### config.mk
export PLATFORM = sky130hd
export DESIGN_NAME = temp_read_scheduler
export DESIGN_NICKNAME = d
export VERILOG_FILES = /design/src/rtl/temp_ctrl_pkg.sv /design/src/rtl/temp_avg_window.sv /design/src/rtl/temp_read_scheduler.sv
export SDC_FILE = /design/constraint.sdc
export NUM_CORES = 1
export LEC_CHECK = 0
export ABC_AREA = 0
export CORE_MARGIN = 4
export CORE_UTILIZATION = 33
export CTS_BUF_LIST = sky130_fd_sc_hd__clkbuf_16
export CTS_CLUSTER_DIAMETER = 150
export DETAILED_ROUTE_END_ITERATION = 10
export GPL_ROUTABILITY_DRIVEN = 0
export PLACE_DENSITY = 0.59
export SYNTH_ARGS = -nofsm -noshare
export SYNTH_HDL_FRONTEND = slang
export SYNTH_SLANG_ARGS = --single-unit
### constraint.sdc
create_clock -name clk_200kHz -period 7.8 [get_ports clk_200kHz]
set_input_delay 1.17 -clock clk_200kHz [delete_from_list [all_inputs] [get_ports clk_200kHz]]
set_output_delay 1.17 -clock clk_200kHz [all_outputs]
set_load 0.1 [all_outputs]
### src/rtl/temp_ctrl_pkg.sv
// Shared definitions for the temperature read scheduler and the I2C reader wrapper.
//  - state_t: scheduler FSM encoding
//  - DEF_*: default timing and alarm constants
//  - READER_FRAME_TICKS: clk_200kHz cycles in one complete reader frame
package temp_ctrl_pkg;

  typedef enum logic [1:0] {
    ST_IDLE    = 2'd0,
    ST_ACQUIRE = 2'd1,
    ST_ACCUM   = 2'd2,
    ST_REPORT  = 2'd3
  } state_t;

  localparam int unsigned DEF_PERIOD_TICKS   = 200000;
  localparam int unsigned DEF_TIMEOUT_TICKS  = 1024;
  localparam int unsigned DEF_AVG_LOG2       = 2;
  localparam logic [7:0]  DEF_ALARM_HI       = 8'd30;
  localparam logic [7:0]  DEF_ALARM_LO       = 8'd28;
  localparam int unsigned READER_FRAME_TICKS = 560;

endpackage

### src/rtl/temp_avg_window.sv
// Moving-average window over the last 2^AVG_LOG2 temperature samples.
// The first push after reset fills every entry, so the first average equals
// that sample. avg_next_c is the rounded average the window holds once the
// current sample is pushed, so it can be registered on the push edge.
// Ports:
//  clk_200kHz  in   system clock
//  reset_n     in   asynchronous active-low reset (window marked empty)
//  push        in   write sample into the window this cycle
//  sample      in   8-bit temperature code
//  avg_next_c  out  rounded average including sample (combinational)
module temp_avg_window
  import temp_ctrl_pkg::*;
#(
  parameter int unsigned AVG_LOG2 = DEF_AVG_LOG2
) (
  input  logic       clk_200kHz,
  input  logic       reset_n,
  input  logic       push,
  input  logic [7:0] sample,
  output logic [7:0] avg_next_c
);

  localparam int unsigned DEPTH = 1 << AVG_LOG2;
  localparam int unsigned SUM_W = 8 + AVG_LOG2;

  logic [7:0]          win_q [DEPTH];
  logic [AVG_LOG2-1:0] wr_ptr;
  logic [SUM_W-1:0]    sum_q;
  logic [SUM_W-1:0]    sum_next_c;
  logic [SUM_W-1:0]    rounded_c;
  logic                filled;

  // Running sum after this push; wr_ptr always points at the oldest entry.
  always_comb begin
    if (!filled) begin
      sum_next_c = SUM_W'(sample) << AVG_LOG2;
    end else begin
      sum_next_c = sum_q - SUM_W'(win_q[wr_ptr]) + SUM_W'(sample);
    end
    rounded_c  = sum_next_c + SUM_W'(1 << (AVG_LOG2 - 1));
    avg_next_c = 8'(rounded_c >> AVG_LOG2);
  end

  // Window storage, pointer and running sum.
  always_ff @(posedge clk_200kHz or negedge reset_n) begin
    if (!reset_n) begin
      for (int unsigned i = 0; i < DEPTH; i++) win_q[i] <= '0;
      wr_ptr <= '0;
      sum_q  <= '0;
      filled <= 1'b0;
    end else if (push) begin
      sum_q  <= sum_next_c;
      filled <= 1'b1;
      wr_ptr <= wr_ptr + AVG_LOG2'(1);
      if (!filled) begin
        for (int unsigned i = 0; i < DEPTH; i++) win_q[i] <= sample;
      end else begin
        win_q[wr_ptr] <= sample;
      end
    end
  end

endmodule

### src/rtl/temp_read_scheduler.sv
// Sequences the I2C temperature reader: holds it in reset between samples,
// releases it once per period or on request, waits for a frame or times out,
// averages the readings and drives a hysteretic over-temperature alarm.
// Ports:
//  clk_200kHz   in   system clock
//  reset_n      in   asynchronous active-low reset
//  enable       in   1 = scheduling active, 0 = abort and idle
//  req          in   one-cycle on-demand sample request
//  ack          out  one-cycle pulse closing a request
//  rd_reset     out  active-high reader reset (1 = reader idle)
//  rd_done      in   reader frame complete, rd_temp valid
//  rd_temp      in   reader temperature code
//  temp         out  averaged temperature
//  temp_valid   out  one-cycle pulse when temp updates
//  alarm        out  over-temperature flag
//  err_timeout  out  one-cycle pulse on acquisition timeout
//  err_count    out  saturating timeout count
module temp_read_scheduler
  import temp_ctrl_pkg::*;
#(
  parameter int unsigned PERIOD_TICKS  = DEF_PERIOD_TICKS,
  parameter int unsigned TIMEOUT_TICKS = DEF_TIMEOUT_TICKS,
  parameter int unsigned AVG_LOG2      = DEF_AVG_LOG2,
  parameter logic [7:0]  ALARM_HI      = DEF_ALARM_HI,
  parameter logic [7:0]  ALARM_LO      = DEF_ALARM_LO
) (
  input  logic       clk_200kHz,
  input  logic       reset_n,
  input  logic       enable,
  input  logic       req,
  output logic       ack,
  output logic       rd_reset,
  input  logic       rd_done,
  input  logic [7:0] rd_temp,
  output logic [7:0] temp,
  output logic       temp_valid,
  output logic       alarm,
  output logic       err_timeout,
  output logic [7:0] err_count
);

  localparam int unsigned PW = $clog2(PERIOD_TICKS);
  localparam int unsigned TW = $clog2(TIMEOUT_TICKS);

  state_t        state_q, state_d;
  logic [PW-1:0] period_cnt;
  logic [TW-1:0] tmo_cnt;
  logic          pending;
  logic [7:0]    sample_q;
  logic          trigger_c, tmo_last_c;
  logic          ack_d, temp_valid_d, err_tmo_d, rd_reset_d;
  logic          capture_c, push_c, report_c, timeout_c;
  logic [7:0]    avg_next_c;

  assign trigger_c  = enable && (period_cnt == PW'(PERIOD_TICKS - 1));
  assign tmo_last_c = (tmo_cnt == TW'(TIMEOUT_TICKS - 1));

  // State register.
  always_ff @(posedge clk_200kHz or negedge reset_n) begin
    if (!reset_n) state_q <= ST_IDLE;
    else          state_q <= state_d;
  end

  // Next state; enable low overrides everything.
  always_comb begin
    state_d = state_q;
    if (!enable) begin
      state_d = ST_IDLE;
    end else begin
      case (state_q)
        ST_IDLE:    if (trigger_c || pending) state_d = ST_ACQUIRE;
        ST_ACQUIRE: if (rd_done)              state_d = ST_ACCUM;
                    else if (tmo_last_c)      state_d = ST_IDLE;
        ST_ACCUM:   state_d = ST_REPORT;
        default:    state_d = ST_IDLE;
      endcase
    end
  end

  // Output decode; report outputs are registered on entry to REPORT so
  // temp_valid lands two cycles after rd_done.
  always_comb begin
    ack_d        = 1'b0;
    temp_valid_d = 1'b0;
    err_tmo_d    = 1'b0;
    capture_c    = 1'b0;
    push_c       = 1'b0;
    report_c     = 1'b0;
    timeout_c    = 1'b0;
    rd_reset_d   = (state_d != ST_ACQUIRE);
    if (!enable) begin
      ack_d = pending;
    end else begin
      case (state_q)
        ST_ACQUIRE: begin
          if (rd_done) begin
            capture_c = 1'b1;
          end else if (tmo_last_c) begin
            err_tmo_d = 1'b1;
            timeout_c = 1'b1;
            ack_d     = pending;
          end
        end
        ST_ACCUM: begin
          push_c       = 1'b1;
          report_c     = 1'b1;
          temp_valid_d = 1'b1;
          ack_d        = pending;
        end
        default: ;
      endcase
    end
  end

  // Counters, request latch and registered outputs.
  always_ff @(posedge clk_200kHz or negedge reset_n) begin
    if (!reset_n) begin
      period_cnt  <= '0;
      tmo_cnt     <= '0;
      pending     <= 1'b0;
      sample_q    <= '0;
      ack         <= 1'b0;
      rd_reset    <= 1'b1;
      temp        <= '0;
      temp_valid  <= 1'b0;
      alarm       <= 1'b0;
      err_timeout <= 1'b0;
      err_count   <= '0;
    end else begin
      if (!enable || trigger_c) period_cnt <= '0;
      else                      period_cnt <= period_cnt + PW'(1);

      if (state_q == ST_ACQUIRE) tmo_cnt <= tmo_cnt + TW'(1);
      else                       tmo_cnt <= '0;

      // A new request wins over the ack that closes the previous one.
      if (req && enable) pending <= 1'b1;
      else if (ack_d)    pending <= 1'b0;

      if (capture_c) sample_q <= rd_temp;

      ack         <= ack_d;
      rd_reset    <= rd_reset_d;
      temp_valid  <= temp_valid_d;
      err_timeout <= err_tmo_d;

      if (report_c) begin
        temp <= avg_next_c;
        if (avg_next_c >= ALARM_HI)      alarm <= 1'b1;
        else if (avg_next_c <= ALARM_LO) alarm <= 1'b0;
      end

      if (timeout_c && (err_count != 8'hFF)) err_count <= err_count + 8'd1;
    end
  end

  temp_avg_window #(
    .AVG_LOG2 (AVG_LOG2)
  ) u_window (
    .clk_200kHz (clk_200kHz),
    .reset_n    (reset_n),
    .push       (push_c),
    .sample     (sample_q),
    .avg_next_c (avg_next_c)
  );

endmodule

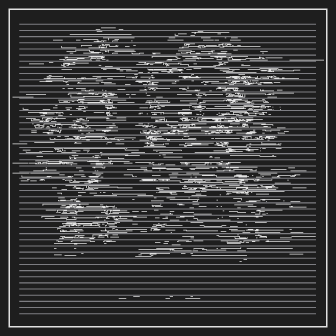
Figure 1: run 1, the metal 1 layer.
Supply wires on this layer in grey.
longest straight run: 31.7 µm
nets with wire on the layer: 563

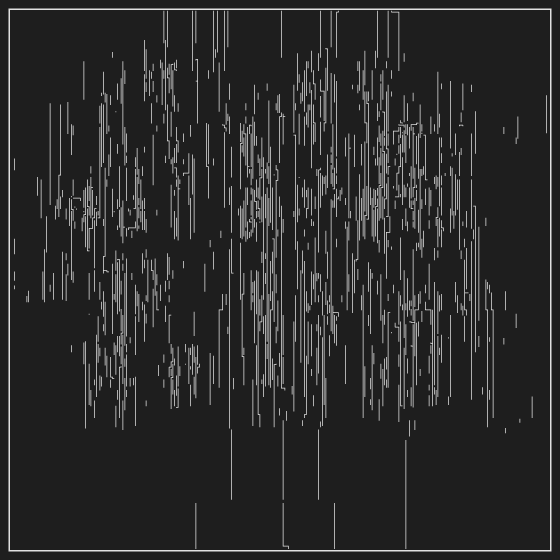
Figure 2: run 1, metal 2.
main direction: vertical
longest straight run: 47.1 µm
nets with wire on the layer: 516
share of all routed wire: 49%
wire length on this layer: 5660 µm

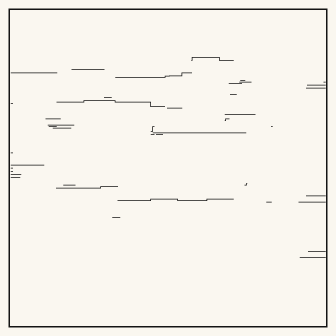
Figure 3: run 1, met3 routing.
nets with wire on the layer: 35
main direction: horizontal
wire length on this layer: 435 µm
share of all routed wire: 3.8%
longest straight run: 40.9 µm

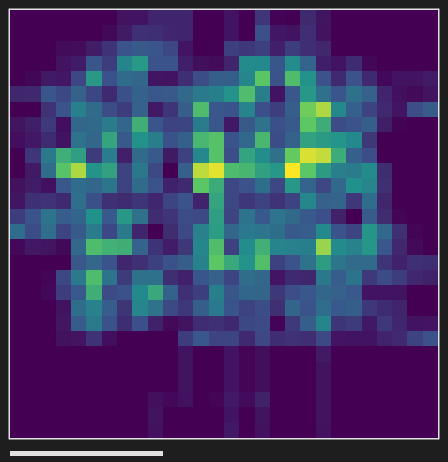
Figure 4: run 1, wire density map.
Bar = 50 µm. 28 x 28 tiles, from dark purple (low) to yellow (high), scaled to the fullest tile. Values are wire area over tile area, all layers added.
densest ninth of the die: middle
mean over tiles: 0.091
emptiest ninth of the die: bottom left
tiles over half the peak: 8.5%
fullest tile: 0.50

==> impl_metrics.env, run 1 <==
# implementation run metrics
export IMPL_clkLatencyLatePin_ns=0.35
export IMPL_clock_sinks=105
export IMPL_grt_pass1_wl_um=19600
export IMPL_crit_top_cell="fa_1"
export IMPL_first_pass_iters=4
export IMPL_ys_cells=532
export IMPL_fin_cells=781
export IMPL_cp_required_ns=8.03
export IMPL_post_cts_resized=0
export IMPL_wl_per_cell_um=14.7
export IMPL_place_area_um2=6230
export IMPL_max_stage_delay_ns=0.73
export IMPL_worstSetupEndpoint="alarm"
export IMPL_row_count=47
export IMPL_ff_type="dfrtp_1"
export IMPL_seq_area_um2=2630
export IMPL_post_drt_via_cell_ratio=5.00
export IMPL_avgSynthCellArea_um2=10.7
export IMPL_area_growth_pct=14.2
export IMPL_status="finished, final reports clean"
export IMPL_finalInstanceArea_um2=6530
export IMPL_initialDrtViolationCount=236
export IMPL_clkTransAtPathRegs_ns=0.07
export IMPL_synth_area_leader_cell="dfrtp_1"
export IMPL_crit_chain="mux4_2, fa_1, inv_1, fa_1, xnor2_1, a21oi_1, ha_1, o21ai_1, nor4b_4, nor3b_2, mux2i_1, nand4b_1"
export IMPL_cts_hold_buf=0
export IMPL_fin_nets=599
export IMPL_r2r_cells=12
export IMPL_period_used_pct=54.4
export IMPL_die_h_um=140
export IMPL_edf_count=0
export IMPL_gr_usage_met2_pct=20.4
export IMPL_max_freq_ghz=0.236
export IMPL_first_global_vias=3933
export IMPL_fp_nets=575
export IMPL_cts_tree="yes"
export IMPL_ant_nets=0
export IMPL_reg2reg_from="u_window.wr_ptr[0]"
export IMPL_drv_cap=0
export IMPL_clock_path_buffers=2
export IMPL_startpoint_type="flip-flop"
export IMPL_hp_start="temp[0]"
export IMPL_tightest_slew_ns=0.996
export IMPL_overflow=0
export IMPL_r2r_end="alarm"
export IMPL_core_area_um2=16800
export IMPL_ys_ff=105
export IMPL_critPathMaxFanout=11
export IMPL_cts_buffers_inserted=9
export IMPL_hpwl_um=8200
export IMPL_use_met1_pct=15.8
export IMPL_synth_async_reset_ratio_pct=100
export IMPL_top_area_share_pct=45.5
export IMPL_fillers=1633
export IMPL_fp_util_pct=34.1
run 1: worst max-delay path, delay by kind of cell, from the launching register on:
family	cells	cell delay, ns
adder cells (fa/ha/maj)	3	1.24
multiplexers	2	0.85
AND-OR/OR-AND	2	0.41
flip-flops	1	0.73
AND/OR/NAND/NOR	3	0.62
XOR/XNOR	1	0.20
buffers and inverters	1	0.07
run 1: flip-flops by register name, summed over array words and instances, names as in the netlist:
register,flops
ack,1
alarm,1
err_count,8
err_timeout,1
pending,1
period_cnt,18
rd_reset,1
sample_q,8
state_q,2
temp,8
temp_valid,1
tmo_cnt,10
u_window.filled,1
u_window.sum_q,10
u_window.win_q,32
u_window.wr_ptr,2
run 1: metal layers:
layer | wire length (µm) | share of wire, %
met5 | 0 | 0
met2 | 5660 | 49
met1 | 5270 | 46
met3 | 435 | 3.8
met4 | 102 | 0.89
run 1: cell families (layout without fill, tap and decap cells):
group | after synthesis | count (layout) | synth area share, %
AOI/OAI and AO/OA | 80 | 80 | 9.44
xor gates and xnor gates | 34 | 34 | 5.21
buffers and inverters | 64 | 93 | 4.44
and+or+nand+nor | 165 | 165 | 15.2
adders and majority gates | 30 | 30 | 7.62
muxes | 54 | 54 | 12.1
DFF | 105 | 105 | 46.0
run 1: per-stage QoR:
stage	hold WS, ns	util [%]	worst slack [ns]
final	0.475	38.9	3.56
after global routing	0.510	38.9	3.30
after CTS	0.479	38.9	3.57
after detailed placement	0.464	37.2	3.57
after global placement	0.466	37.2	3.64
after floorplan	0.447	-	3.73
run 1: placed cells by master, fill, tap and decap left out, drive strengths merged, types with 3 or more instances in the layout:
cell type,n
dfrtp,104
xnor2,19
nand3b,4
inv,43
clkinvlp,3
and3,9
nand4bb,3
nor2b,3
and4,4
mux2i,4
and2,9
clkdlybuf4s50,32
clkbuf,9
o21a,7
nand2,46
nand4,5
nor4b,3
mux2,42
clkinv,3
nand2b,6
nor2,34
a21oi,15
nor3,8
xor2,15
or3,5
a211o,4
fa,8
ha,22
mux4,8
o21ai,25
nand3,20
a21boi,3
o211ai,4
run 1: cell usage after synthesis (3+ instances only):
cell type,n
dfrtp_1,104
nand2_1,46
inv_1,42
mux2_2,42
nor2_1,34
ha_1,22
o21ai_0,22
nand3_1,20
xnor2_1,19
a21oi_1,15
xor2_1,15
clkbuf_1,14
and2_1,9
and3_1,9
fa_1,8
mux4_2,8
nor3_1,8
o21a_1,7
nand2b_1,6
buf_2,5
nand4_1,5
or3_1,5
a211o_1,4
and4_1,4
mux2i_1,4
nand3b_1,4
o211ai_1,4
a21boi_0,3
nand4bb_1,3
nor2b_1,3
o21ai_1,3
run 1: final cells by class:
class / instances / area share (%)
inverter: 43 / 2.47
clock buffer: 9 / 3.45
timing repair buffer: 34 / 5.14
clock inverter: 7 / 1.05
tap: 220 / 4.22
multi-input combinational: 363 / 43.4
sequential: 105 / 40.3
## Run 2: what changed since run 1
Settings changed: PLACE_DENSITY 0.59 to 0.61.
Clock period 7.8 ns to 3.7 ns, I/O delays scaled along.
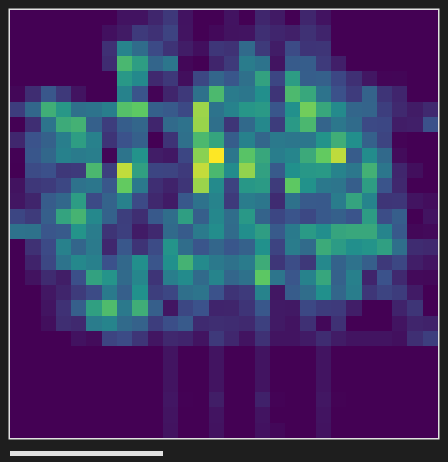
Figure 5: run 2, wire density map.
Bar = 50 µm. 28 x 28 tiles, from dark purple (low) to yellow (high), scaled to the fullest tile. Values are wire area over tile area, all layers added.
emptiest ninth of the die: bottom right
tiles over half the peak: 10%
densest ninth of the die: middle
mean over tiles: 0.094

==> impl_metrics.env, run 2 <==
# implementation run metrics
export IMPL_status="finished, final reports clean"
export IMPL_fin_cells=812
export IMPL_clock_sinks=105
export IMPL_reg_top3="u_window.win_q: 32 flops, period_cnt: 18 flops"
export IMPL_ys_ff=105
export IMPL_wl_met3_um=384
export IMPL_first_pass_iters=4
export IMPL_top_register="u_window.win_q"
export IMPL_synth_area_leader_cell="dfrtp_1"
export IMPL_cts_tree="yes"
export IMPL_edf_count=0
export IMPL_seq_area_um2=2630
export IMPL_first_global_vias=4241
export IMPL_drv_cap=0
export IMPL_largest_register_ffs=32
export IMPL_clock_path_buffers=2
export IMPL_top_area_share_pct=45.5
export IMPL_synth_async_reset_ratio_pct=100
export IMPL_area_growth_pct=19.9
export IMPL_wl_met1_um=5460
export IMPL_mostFrequentLayoutCells="dfrtp_1 (103), nand2_1 (46), mux2_2 (42)"
export IMPL_core_area_um2=16800
export IMPL_fin_util_pct=40.9
export IMPL_max_stage_delay_ns=0.54
export IMPL_post_drt_via_cell_ratio=4.97
export IMPL_grt_pass1_wl_um=21200
export IMPL_cp_required_ns=3.93
export IMPL_avgSynthCellArea_um2=10.7
export IMPL_crit_chain="buf_6, mux4_2, ha_4, inv_2, ha_4, fa_2, a211o_1, a211o_1, o211a_4, nor4b_4, nor3b_2, mux2i_1, nand4b_1"
export IMPL_highest_layer="met4"
export IMPL_hpwl_um=8680
export IMPL_wl_per_cell_um=14.8
export IMPL_layout_top_cell="dfrtp_1"
export IMPL_ff_type="dfrtp_1"
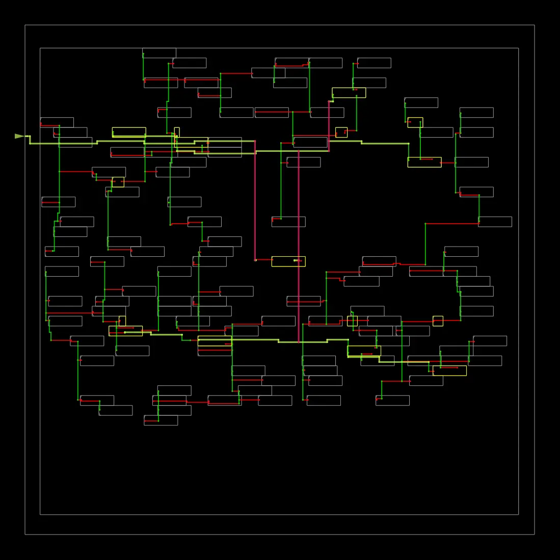
Figure 6: run 2, clock nets.
number of CTS-inserted buffers: 9
FF+latch count: 105

-- run 2: cell counts after synthesis --
No cell type changed its count.
-- run 2: timing repair --
action,in CTS,in global routing
endpoints found under the setup margin,2,4
gates resized,6,15
pin swaps,4,3
buffers inserted,3,0
-- run 2: kinds of logic (layout without fill, tap and decap cells) --
family | Yosys count | in the layout | synth area share [%]
multiplexers | 54 | 54 | 12.1
adder cells (fa/ha/maj) | 30 | 30 | 7.62
AND/OR/NAND/NOR | 165 | 165 | 15.2
flip-flops | 105 | 105 | 46.0
AND-OR/OR-AND | 80 | 80 | 9.44
XOR/XNOR | 34 | 34 | 5.21
buffers and inverters | 64 | 124 | 4.44
-- run 2: worst paths after layout --
path / start / to / slack, ns / cells after the start
min in group clk_200kHz: temp[7] / temp[7] / 0.47 / 2
max in group asynchronous: reset_n / u_window.win_q[10] / 2.63 / 2
worst min register to register: temp[7] / temp[7] / 0.47 / 2
worst min-delay path: reset_n / sample_q[3] / 0.21 / 1
worst max register to register: u_window.wr_ptr[0] / alarm / 0.03 / 13
worst max-delay path: u_window.wr_ptr[0] / alarm / 0.03 / 13
-- run 2: routing by layer --
layer  track usage (%)  vias to the layer above
met5                 0                        -
met4              2.86                        0
met3              3.64                        8
met2              22.5                       43
met1              17.2                     2030
li1                  -                     1954
-- run 2: critical path: cells and delay by family, from the launching register on --
family | cells | cell delay, ns
AOI/OAI and AO/OA | 3 | 0.75
muxes | 2 | 0.80
adders and majority gates | 3 | 0.83
DFF | 1 | 0.40
and+or+nand+nor | 3 | 0.60
buffers and inverters | 2 | 0.16
-- run 2: final cells by class --
cell class                 count  area share, %
clock buffer                   9           3.29
clock inverter                 7          0.767
inverter                      43           2.36
multi-input combinational    363           42.8
sequential                   105           38.4
tap                          220           4.02
timing repair buffer          65           8.40
-- run 2: metrics by stage --
step | hold WS [ns] | cell area (µm²) | setup TNS, ns | setup WS (ns)
after floorplan | 0.259 | 5730 | 0 | 0.0220
after global placement | 0.461 | 6450 | 0 | 0.0557
after detailed placement | 0.467 | 6450 | -0.0596 | -0.0596
after CTS | 0.232 | 6780 | -0.0115 | -0.0115
after global routing | 0.253 | 6850 | -0.196 | -0.129
final | 0.209 | 6850 | 0 | 0.0339
